Fig. 1: run 1, signal wires on met1
Scale bar: 20 um. Supply wires on this layer in grey.
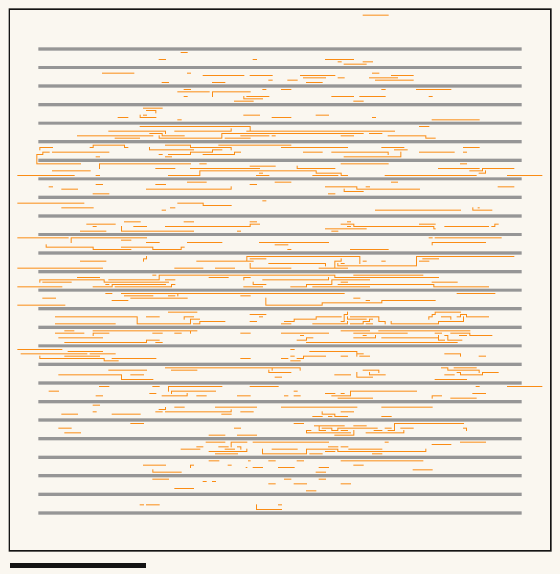
Fig. 2: run 1, signal wires on met2
Scale bar: 20 um.
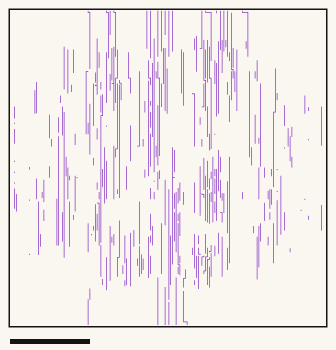
Fig. 3: run 1, M3 wires
Cells faint in the background.
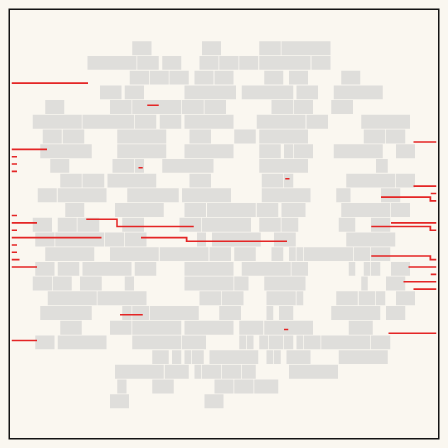
`src/rtl/spi_pkg.sv`:
```
// Shared definitions for the SPI register commit block: FSM states,
// register addresses, reset values and control bit positions.
package spi_pkg;

  typedef enum logic [1:0] {
    IDLE,
    CAPTURE,
    COMMIT
  } state_t;

  localparam logic [7:0] ADDR_REG1 = 8'd1;
  localparam logic [7:0] ADDR_REG2 = 8'd2;
  localparam logic [7:0] ADDR_REG3 = 8'd3;

  localparam logic [7:0] REG1_RST = 8'h00;
  localparam logic [7:0] REG2_RST = 8'h00;
  localparam logic [7:0] REG3_RST = 8'hFF;

  localparam int unsigned START_BIT = 0;
  localparam int unsigned LOCK_BIT  = 7;

endpackage

```
`src/rtl/toggle_sync.sv`:
```
// Multi-flop synchroniser that brings the asynchronous write toggle into iclk.
module toggle_sync #(
  parameter int unsigned STAGES = 2
) (
  input  logic iclk,
  input  logic rst,
  input  logic d,
  output logic q
);

  logic [STAGES-1:0] sr;

  always_ff @(posedge iclk or posedge rst) begin
    if (rst) sr <= '0;
    else     sr <= {sr[STAGES-2:0], d};
  end

  assign q = sr[STAGES-1];

endmodule

```
`src/rtl/spi_reg_commit.sv`:
```
// Commits SPI write frames (toggle handshake) into reg1..reg3 in the iclk domain.
// Optional macro SPI_WR_LOCK_EN: reg1 bit7 write-protects reg2 and reg3.
module spi_reg_commit
  import spi_pkg::*;
#(
  parameter int unsigned SYNC_STAGES = 2,
  parameter int unsigned ERR_W       = 4
) (
  input  logic             iclk,
  input  logic             rst,
  input  logic             wr_toggle,
  input  logic [7:0]       wr_addr,
  input  logic [7:0]       wr_data,
  output logic [7:0]       reg1,
  output logic [7:0]       reg2,
  output logic [7:0]       reg3,
  output logic             start_pulse,
  output logic             wr_ack_toggle,
  output logic [ERR_W-1:0] err_count,
  output logic             overrun
);

  localparam logic [2:0] PRIME_LAST = 3'(SYNC_STAGES + 1);

  state_t     state;
  logic       tog_sync;
  logic       tog_hist;
  logic [2:0] prime_cnt;
  logic       armed;
  logic       edge_evt;
  logic [7:0] cap_addr;
  logic [7:0] cap_data;
  logic       start_pend;
  logic       accept;

  toggle_sync #(
    .STAGES(SYNC_STAGES)
  ) u_sync (
    .iclk(iclk),
    .rst (rst),
    .d   (wr_toggle),
    .q   (tog_sync)
  );

  // Events are masked until the synchroniser has refilled after reset, so a
  // toggle level left high by the SPI side is not mistaken for a new frame.
  assign armed    = (prime_cnt == PRIME_LAST);
  assign edge_evt = armed && (tog_sync != tog_hist);

  always_comb begin
    accept = 1'b0;
    if (cap_addr == ADDR_REG1) begin
      accept = 1'b1;
    end else if (cap_addr == ADDR_REG2 || cap_addr == ADDR_REG3) begin
`ifdef SPI_WR_LOCK_EN
      accept = !reg1[LOCK_BIT];
`else
      accept = 1'b1;
`endif
    end
  end

  always_ff @(posedge iclk or posedge rst) begin
    if (rst) begin
      state         <= IDLE;
      tog_hist      <= 1'b0;
      prime_cnt     <= '0;
      cap_addr      <= '0;
      cap_data      <= '0;
      start_pend    <= 1'b0;
      reg1          <= REG1_RST;
      reg2          <= REG2_RST;
      reg3          <= REG3_RST;
      start_pulse   <= 1'b0;
      wr_ack_toggle <= 1'b0;
      err_count     <= '0;
      overrun       <= 1'b0;
    end else begin
      tog_hist <= tog_sync;
      if (!armed) prime_cnt <= prime_cnt + 3'd1;

      start_pulse <= start_pend;
      start_pend  <= 1'b0;
      if (start_pulse) reg2[START_BIT] <= 1'b0;

      case (state)
        IDLE: begin
          if (edge_evt) begin
            state    <= CAPTURE;
            cap_addr <= wr_addr;
            cap_data <= wr_data;
          end
        end
        CAPTURE: begin
          if (edge_evt) overrun <= 1'b1;
          state <= COMMIT;
        end
        COMMIT: begin
          if (edge_evt) overrun <= 1'b1;
          state         <= IDLE;
          wr_ack_toggle <= ~wr_ack_toggle;
          if (accept) begin
            if (cap_addr == ADDR_REG1) reg1 <= cap_data;
            if (cap_addr == ADDR_REG3) reg3 <= cap_data;
            if (cap_addr == ADDR_REG2) begin
              reg2       <= cap_data;
              start_pend <= cap_data[START_BIT];
            end
          end else if (err_count != '1) begin
            err_count <= err_count + ERR_W'(1);
          end
        end
        default: state <= IDLE;
      endcase
    end
  end

endmodule

```
`config.mk`:
```
export PLATFORM = sky130hd
export DESIGN_NAME = spi_reg_commit
export DESIGN_NICKNAME = d
export VERILOG_FILES = /design/src/rtl/spi_pkg.sv /design/src/rtl/toggle_sync.sv /design/src/rtl/spi_reg_commit.sv
export SDC_FILE = /design/constraint.sdc
export NUM_CORES = 1
export LEC_CHECK = 0
export CAP_MARGIN = 15
export CORE_MARGIN = 4
export CORE_UTILIZATION = 44
export CTS_BUF_LIST = sky130_fd_sc_hd__clkbuf_2
export DETAILED_ROUTE_END_ITERATION = 12
export HOLD_SLACK_MARGIN = 0.1
export PLACE_DENSITY = 0.71
export RECOVER_POWER = 50
export SLEW_MARGIN = 40
export SYNTH_ARGS = -nofsm -noshare
export SYNTH_HDL_FRONTEND = slang
export SYNTH_SLANG_ARGS = --single-unit
```
`constraint.sdc`:
```
create_clock -name iclk -period 4.7 [get_ports iclk]
set_input_delay 0.47 -clock iclk [delete_from_list [all_inputs] [get_ports iclk]]
set_output_delay 0.47 -clock iclk [all_outputs]
set_load 0.05 [all_outputs]
```
==> flow_summary.json, run 1 <==
{
  "status": "finished with violations",
  "violations": "max-capacitance violations, max-slew violations",
  "worst-path-max-fanout": 4,
  "rows": 25,
  "dp_hpwl_mm": 2.97,
  "syn-cell-area_um2": 2230,
  "cts_buffers": 5,
  "initial_utilization_pct": 46.2,
  "ir_drop_v": 0.000241,
  "num_vias": 1289,
  "fmax_mhz": 433,
  "htreeDepth": 2,
  "cts_sinks": 56,
  "clkLatencyLatePin_ns": 0.44,
  "finalSetupViolCount": 0,
  "final-comb-area_um2": 769,
  "cts_buffer_depth": 2,
  "final_nets": 222,
  "r2r_cells": 3,
  "ctsHoldBuffers": 0,
  "syn_inst": 144,
  "max_slew_margin_pct": -56.4,
  "root_buffer": "clkbuf_2",
  "pin_count": 50,
  "grt_first_pass_wirelength_mm": 7.04,
  "critPathKind": "flip-flop to flip-flop",
  "yosys_warnings": 0,
  "fill_cells": 412,
  "drt_first_iter_violations": 55,
  "cts_setup_buffers": 0,
  "antenna_found_initial": 0,
  "p_leak_uw": 0.00125,
  "drt-total-wl_mm": 4.15,
  "top_area_share_pct": 53.9,
  "ys_cells": 144,
  "postLayoutCoreUtil_pct": 58.6,
  "dr.pass1.iters": 4,
  "num_antenna_cells": 0,
  "worstPathRequired_ns": 5.07,
  "routabilityCongestion": 0.675,
  "final_hold_viol_count": 0,
  "fin_crit_sh_pct": 49.1,
  "syn_area_per_cell_um2": 15.5,
  "hp-class": "flip-flop to flip-flop",
  "ys_seq_share_pct": 63.4,
  "synth_nets": 169,
  "coreArea_um2": 4820,
  "synthArstFlopShare_pct": 100,
  "synth-edff-count": 0,
  "drive_above_1_share_pct": 31.3,
  "cap_viol_max_count": 1,
  "die_area_um2": 6260,
  "hold_depth": 0,
  "arrival_ns": 2.68,
  "first_global_vias": 1444,
  "finalSetupTns_ns": 0,
  "ys_area_um2": 2230,
  "synth-main-ff-cell": "dfrtp_1",
  "seqCellArea_um2": 1410,
  "yosys-top-cells-area": "dfrtp_1 (54%), mux2_2 (21%), dfstp_2 (9.4%)",
  "min_period_ns": 2.31,
  "cts_resized": 0,
  "grt_max_degree": 57,
  "top_area_cell": "dfrtp_1",
  "portBuffers": 49,
  "syn_to_final_growth_pct": 26.7,
  "gr-total-overflow": 0,
  "vias_per_cell": 4.86,
  "clk_pin_slew_ns": 0.25,
  "die_h_um": 79.1,
  "warnings": 28,
  "start_kind": "flip-flop",
  "fin_worst_skew_ns": 0.0139,
  "ys_ff": 56,
  "grt_util_all_layers_pct": 14.8,
  "crit_path_end_kind": "flip-flop",
  "die_w_um": 79.1,
  "ant_nets": 0,
  "whs_ns": 0.394,
  "maxSlewViolCount": 57,
  "synth_cell_type_count": 26,
  "cts_tree": "done",
  "wl_per_cell_um": 15.7,
  "tightest_slew_ns": 2.33,
  "total_power_uw": 1470,
  "cellPowerDensity_nw_per_um2": 521,
  "rsz0062_at_grt": "false",
  "post-route-drc-count": 0
}
Back to the opening pictures, Fig. 1:
194 nets have wire on it. The wires run mostly horizontal. The layer carries 1830 um of wire. The layer holds 44% of the routed length.

Back to the opening pictures, Fig. 2:
The longest straight run is 36.4 um. The layer holds 49% of the routed length.

Back to the opening pictures, Fig. 3:
The longest straight run is 18.4 um. 28 nets have wire on it. The layer holds 4.5% of the routed length. The wires run mostly horizontal. The layer carries 186 um of wire.

==> run 1: sequential cells by signal (all words and copies together) (netlist names) <==
name,count
state,2
prime_cnt,3
u_sync.sr,2
cap_data,8
reg1,8
err_count,4
start_pulse,1
reg3,8
start_pend,1
overrun,1
cap_addr,8
wr_ack_toggle,1
reg2,8
tog_hist,1
==> run 1: per-stage QoR <==
stage                     setup WS (ns)  instances  instance area [um^2]
after global routing               2.21        265                  2820
after global placement             2.56        257                  2790
final                              2.39        265                  2820
after CTS                          2.35        265                  2830
after floorplan                    2.80        144                  2230
after detailed placement           2.51        257                  2790
==> run 1: critical path: stages (launching register included) <==
cell and delay [ns]:
dfrtp_1 0.43, or4_1 0.63, o311ai_0 0.78, mux2_2 0.40
==> run 1: kinds of logic after synthesis <==
family	synth area share, %
multiplexers	20.7
XOR/XNOR	2.36
flip-flops	63.4
buffers and inverters	1.57
AND/OR/NAND/NOR	6.40
adder cells (fa/ha/maj)	3.37
AND-OR/OR-AND	2.19
==> run 1: cells in the final DEF, fill, tap and decap left out <==
master            n
clkinvlp_2        1
clkdlybuf4s50_1  47
o21ai_0           2
nand4_2           1
dfrtp_1          48
nand2b_1          1
ha_1              6
or4_1             1
dfstp_2           8
nor2_1            6
o311ai_0          1
nor4b_1           1
nand2_1           3
and2_0            1
clkbuf_2          6
nand4bb_1         1
nand3_1           2
o31ai_1           1
xnor2_1           2
nand4b_2          1
clkinv_2          1
dlygate4sd3_1     2
nor4_4            1
a21o_1            1
o21bai_1          1
mux2_2           41
inv_1             5
xor2_1            4
clkinvlp_4        1
or2_2             1
==> run 1: synth_stat cells (2+ instances only) <==
cell and number:
nand2_1 3, mux2_2 41, xnor2_1 2, xor2_1 4, inv_1 6, dfstp_2 8
ha_1 6, nand3_1 2, o21ai_0 2, dfrtp_1 48, nor2_1 6, clkbuf_1 2
==> run 1: metal layers <==
layer / vias up / GRT usage [%] / part of all wire (%)
met5: - / 0 / 0
met4: 0 / 6.19 / 1.9
met3: 8 / 3.63 / 4.5
met2: 33 / 24.2 / 49
met1: 642 / 18.8 / 44
li1: 606 / - / -
==> run 1: worst paths after layout <==
| kind | startpoint | endpoint | slack (ns) |
|---|---|---|---|
| worst max-delay path | cap_addr[5] | err_count[1] | 2.39 |
| worst min-delay path | start_pend | start_pulse | 0.39 |
| max in group asynchronous | rst | reg1[5] | 2.59 |
| worst min register to register | start_pend | start_pulse | 0.39 |
| worst max register to register | cap_addr[5] | err_count[1] | 2.39 |
| min in group asynchronous | rst | tog_hist | 1.07 |
==> run 1: final cells by class <==
class                           instances  share of cell area (%)
Clock buffer                            6                    1.06
Clock inverter                          2                   0.443
Inverter                                6                   0.843
Multi-Input combinational cell         79                    27.3
Sequential cell                        56                    50.0
Tap cell                               67                    2.97
Timing Repair Buffer                   49                    17.4
==> run 1: power by group <==
part / total, uW / switching [uW] / internal [uW] / leakage, uW
sequential: 729 / 108 / 620 / 0.000680
clock: 179 / 141 / 37.8 / 0.0000290
combinational: 563 / 321 / 242 / 0.000537
total: 1470 / 571 / 900 / 0.00125
Fig. 4: run 1, routed clock nets over the placement
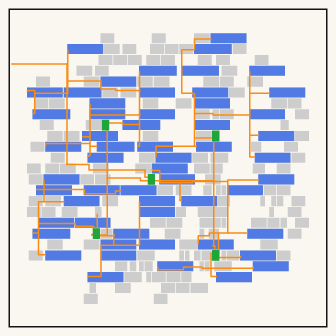

==> run 2, diff against run 1 <==
--- a/config.mk
+++ b/config.mk
@@ -11,7 +11,7 @@
 export CTS_BUF_LIST = sky130_fd_sc_hd__clkbuf_2
 export DETAILED_ROUTE_END_ITERATION = 12
 export HOLD_SLACK_MARGIN = 0.1
-export PLACE_DENSITY = 0.71
+export PLACE_DENSITY = 0.74
 export RECOVER_POWER = 50
 export SLEW_MARGIN = 40
 export SYNTH_ARGS = -nofsm -noshare
==> constraint.sdc (replaced) <==
create_clock -name iclk -period 1.9 [get_ports iclk]
set_input_delay 0.19 -clock iclk [delete_from_list [all_inputs] [get_ports iclk]]
set_output_delay 0.19 -clock iclk [all_outputs]
set_load 0.05 [all_outputs]
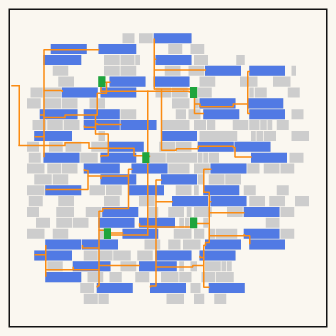
Fig. 5. Routed clock nets over the placement (run 2).
Key: blue = flip-flops [count 56]; orange = clock wires [length 571 um]; green = cells driving clock nets [count 5]
There are 6 routed clock nets.

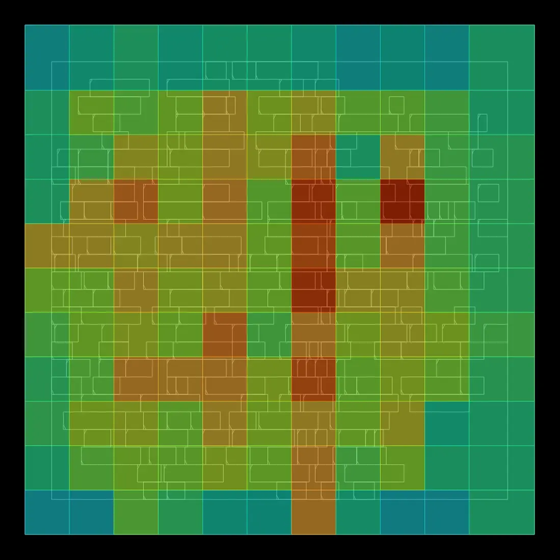
Fig. 6. Congestion heat map (run 2).
met1 usage: 18.4%
Total Routing Usage GR: 15.5%
grt peak-use layer: met2

==> run 2 against run 1 <==
The flow now finishes without violations. Non-clock buffer count up 10. Design area up 4.8%. Combinational power rose to 2.6 times the previous value. Global-route usage up 0.70 points. Register-to-register slack worse by 2.3 ns. Sequential power up 150%. Largest cell class unchanged. Highest routed layer unchanged.
==> flow_summary.json, run 2 <==
{
  "final_cell_area_um2": 2960,
  "synth-main-ff-cell": "dfrtp_1",
  "yosys_warnings": 0,
  "vias_per_cell": 4.80,
  "cts_buffer_depth": 2,
  "ys_area_um2": 2230,
  "whs_ns": 0.353,
  "maxSlewViolCount": 0,
  "lay_top_count": "dfrtp_1",
  "ir_drop_v": 0.000624,
  "post-route-drc-count": 0,
  "r2r_cells": 5,
  "place_area_um2": 2870,
  "fin_worst_skew_ns": 0.0173,
  "dp_slack_ns": -0.00571,
  "worstPathRequired_ns": 2.24,
  "rsz0062_at_grt": "true",
  "crit_path_end_kind": "flip-flop",
  "critPathKind": "flip-flop to flip-flop",
  "gr-total-overflow": 0,
  "slowest_delay_ns": 0.61,
  "ys_ff": 56,
  "coreArea_um2": 4820,
  "ys_seq_share_pct": 63.4,
  "first_global_vias": 1552,
  "fmax_mhz": 539,
  "synth-edff-count": 0,
  "drt-total-wl_mm": 4.47,
  "cap_viol_max_count": 0,
  "r2r_slack_ns": 0.04,
  "hold_depth": 2,
  "cts_sinks": 56,
  "die_h_um": 79.1,
  "num_antenna_cells": 0,
  "r2r-end": "reg1[4]",
  "routabilityCongestion": 0.754,
  "holdCritStartpoint": "wr_data[5]",
  "cp_slowest_cell": "or4_4",
  "final_hold_viol_count": 0,
  "grt_first_pass_wirelength_mm": 7.49,
  "dr.pass1.iters": 4,
  "portBuffers": 49,
  "top_area_cell": "dfrtp_1",
  "num_vias": 1320,
  "most_common_cell": "dfrtp_1",
  "worst_slack_ns": 0.0443,
  "rows": 25,
  "critPathLaunch": "cap_addr[6]",
  "cts_buffers": 5,
  "synthArstFlopShare_pct": 100,
  "hp-class": "primary input to flip-flop",
  "root_buffer": "clkbuf_2",
  "status": "finished, final reports clean",
  "most-common-layout-cells": "dfrtp_1 (48), mux2_2 (41), clkdlybuf4s50_1 (20)",
  "drive_above_1_share_pct": 35.1,
  "wl_per_cell_um": 16.3,
  "fin_crit_sh_pct": 97.7,
  "max_slew_margin_pct": 50.4,
  "finalSetupViolCount": 0,
  "r2r-start": "cap_addr[6]",
  "cellPowerDensity_nw_per_um2": 1260,
  "pin_count": 50,
  "drt_first_iter_violations": 59,
  "cts_tree": "done",
  "ant_nets": 0,
  "syn_inst": 144,
  "die_area_um2": 6260,
  "min_period_ns": 1.86,
  "synthTopCellsByCount": "dfrtp_1 (48), mux2_2 (41), dfstp_2 (8)",
  "clkLatencyLatePin_ns": 0.43,
  "final_nets": 232,
  "synth_cell_type_count": 26,
  "htreeDepth": 2,
  "synth_nets": 169,
  "initial_utilization_pct": 46.2,
  "yosys-top-cells-area": "dfrtp_1 (54%), mux2_2 (21%), dfstp_2 (9.4%)",
  "warnings": 29,
  "cts_setup_buffers": 0,
  "clk_pin_slew_ns": 0.25,
  "syn_to_final_growth_pct": 32.8,
  "tightest_slew_ns": 0.744,
  "start_kind": "flip-flop",
  "worst-path-max-fanout": 8,
  "ys_cells": 144,
  "syn_area_per_cell_um2": 15.5,
  "dp_hpwl_mm": 3.20,
  "total_power_uw": 3720,
  "syn-cell-area_um2": 2230,
  "antenna_found_initial": 0,
  "die_w_um": 79.1,
  "arrival_ns": 2.19,
  "top_area_share_pct": 53.9,
  "min_to": "cap_data[5]",
  "p_leak_uw": 0.00159,
  "grt_max_degree": 57,
  "crit_chain": "or4_4, nor2_4, nand4b_2, buf_6, mux2_2"
}
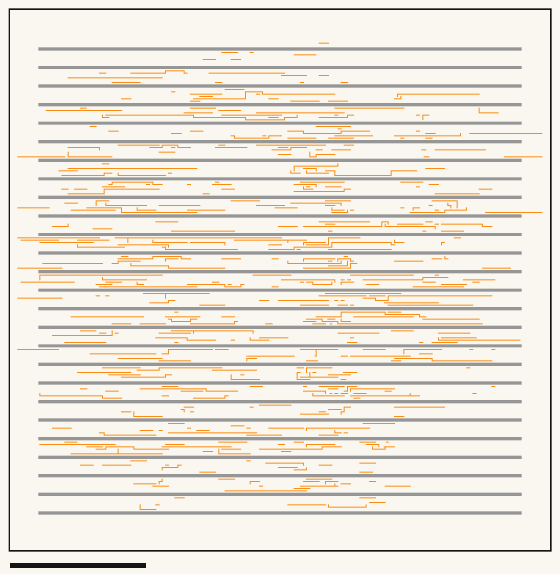
Fig. 7. Signal wires on met1 (run 2).
Scale bar: 20 um. Supply wires on this layer in grey.
The wires run mostly horizontal. The layer carries 1890 um of wire. The longest straight run is 24.4 um. The layer holds 42% of the routed length.

[run 2: cell count changes in the layout (fill, tap and decap cells not counted), sizes merged]
cell and change:
clkinv +1, dlygate4sd2 +12, dlymetal6s2s +13, buf +7, dlygate4sd3 +2, clkbuf +4, clkdlybuf4s50 -27, clkinvlp -2
[run 2: through the flow]
stage	util, %	TNS [ns]	cells
final	61.4	0	275
after global placement	59.7	0	265
after detailed placement	59.7	-0.0121	265
after floorplan	-	0	144
after global routing	61.4	-0.00670	275
after CTS	60.6	0	274
[run 2: cells by family (layout without fill, tap and decap cells)]
logic type / count (synthesis) / after routing / share of synthesized area, %
AOI/OAI and AO/OA: 6 / 6 / 2.19
xor gates and xnor gates: 6 / 6 / 2.36
adders and majority gates: 6 / 6 / 3.37
buffers and inverters: 9 / 73 / 1.57
DFF: 56 / 56 / 63.4
muxes: 41 / 41 / 20.7
and+or+nand+nor: 20 / 20 / 6.40
[run 2: final cells by class]
class                   count  area [um^2]
multi-input cells          79          802
clock buffers               7         35.0
well taps                  67         83.8
clock inverters             1         3.75
inverters                   6         22.5
repair buffers             59          599
fillers                   393         1860
flip-flops and latches     56         1410
[run 2: critical path: cells and delay by family (launching register included)]
kind                   cells  cell delay, ns
buffers and inverters      1            0.17
DFF                        1            0.44
muxes                      1            0.27
and+or+nand+nor            3            0.89
[run 2: timing repair]
item / 4_1_cts / 5_1_grt
hold endpoints to repair: 26 / 1
endpoints found under the setup margin: 40 / 33
gates resized: 16 / 20
pin swaps: 2 / 0
hold buffers: 1 / 1
[run 2: worst max path at each step]
| stage | end | slack, ns | cells after the start |
|---|---|---|---|
| 3_3_place_gp | reg2[1] | 0.06 | 4 |
| 6_report | reg1[4] | 0.04 | 5 |
| 5_1_grt | reg1[6] | -0.005 | 5 |
| 3_5_place_dp | reg1[1] | -0.006 | 5 |
| 4_1_cts | reg2[7] | 0.0006 | 1 |
| 2_1_floorplan | cap_addr[0] | 0.004 | 6 |
[run 2: power breakdown]
| part | leakage [uW] | switching, uW | internal (uW) | total, uW |
|---|---|---|---|---|
| registers | 0.000680 | 278 | 1530 | 1810 |
| logic | 0.000875 | 864 | 608 | 1470 |
| clock network | 0.0000306 | 338 | 98.4 | 436 |
| total | 0.00159 | 1480 | 2240 | 3720 |
[run 2: routing by layer]
layer / track usage, % / wire (um) / vias to the layer above / share of wire (%)
li1: - / - / 626 / -
met1: 18.4 / 1890 / 645 / 42
met2: 27.4 / 2240 / 41 / 50
met3: 4.88 / 279 / 8 / 6.2
met4: 3.95 / 61 / 0 / 1.4
met5: 0 / 0 / - / 0
Power figures rest on the tool's default switching activity, not on a simulated workload.
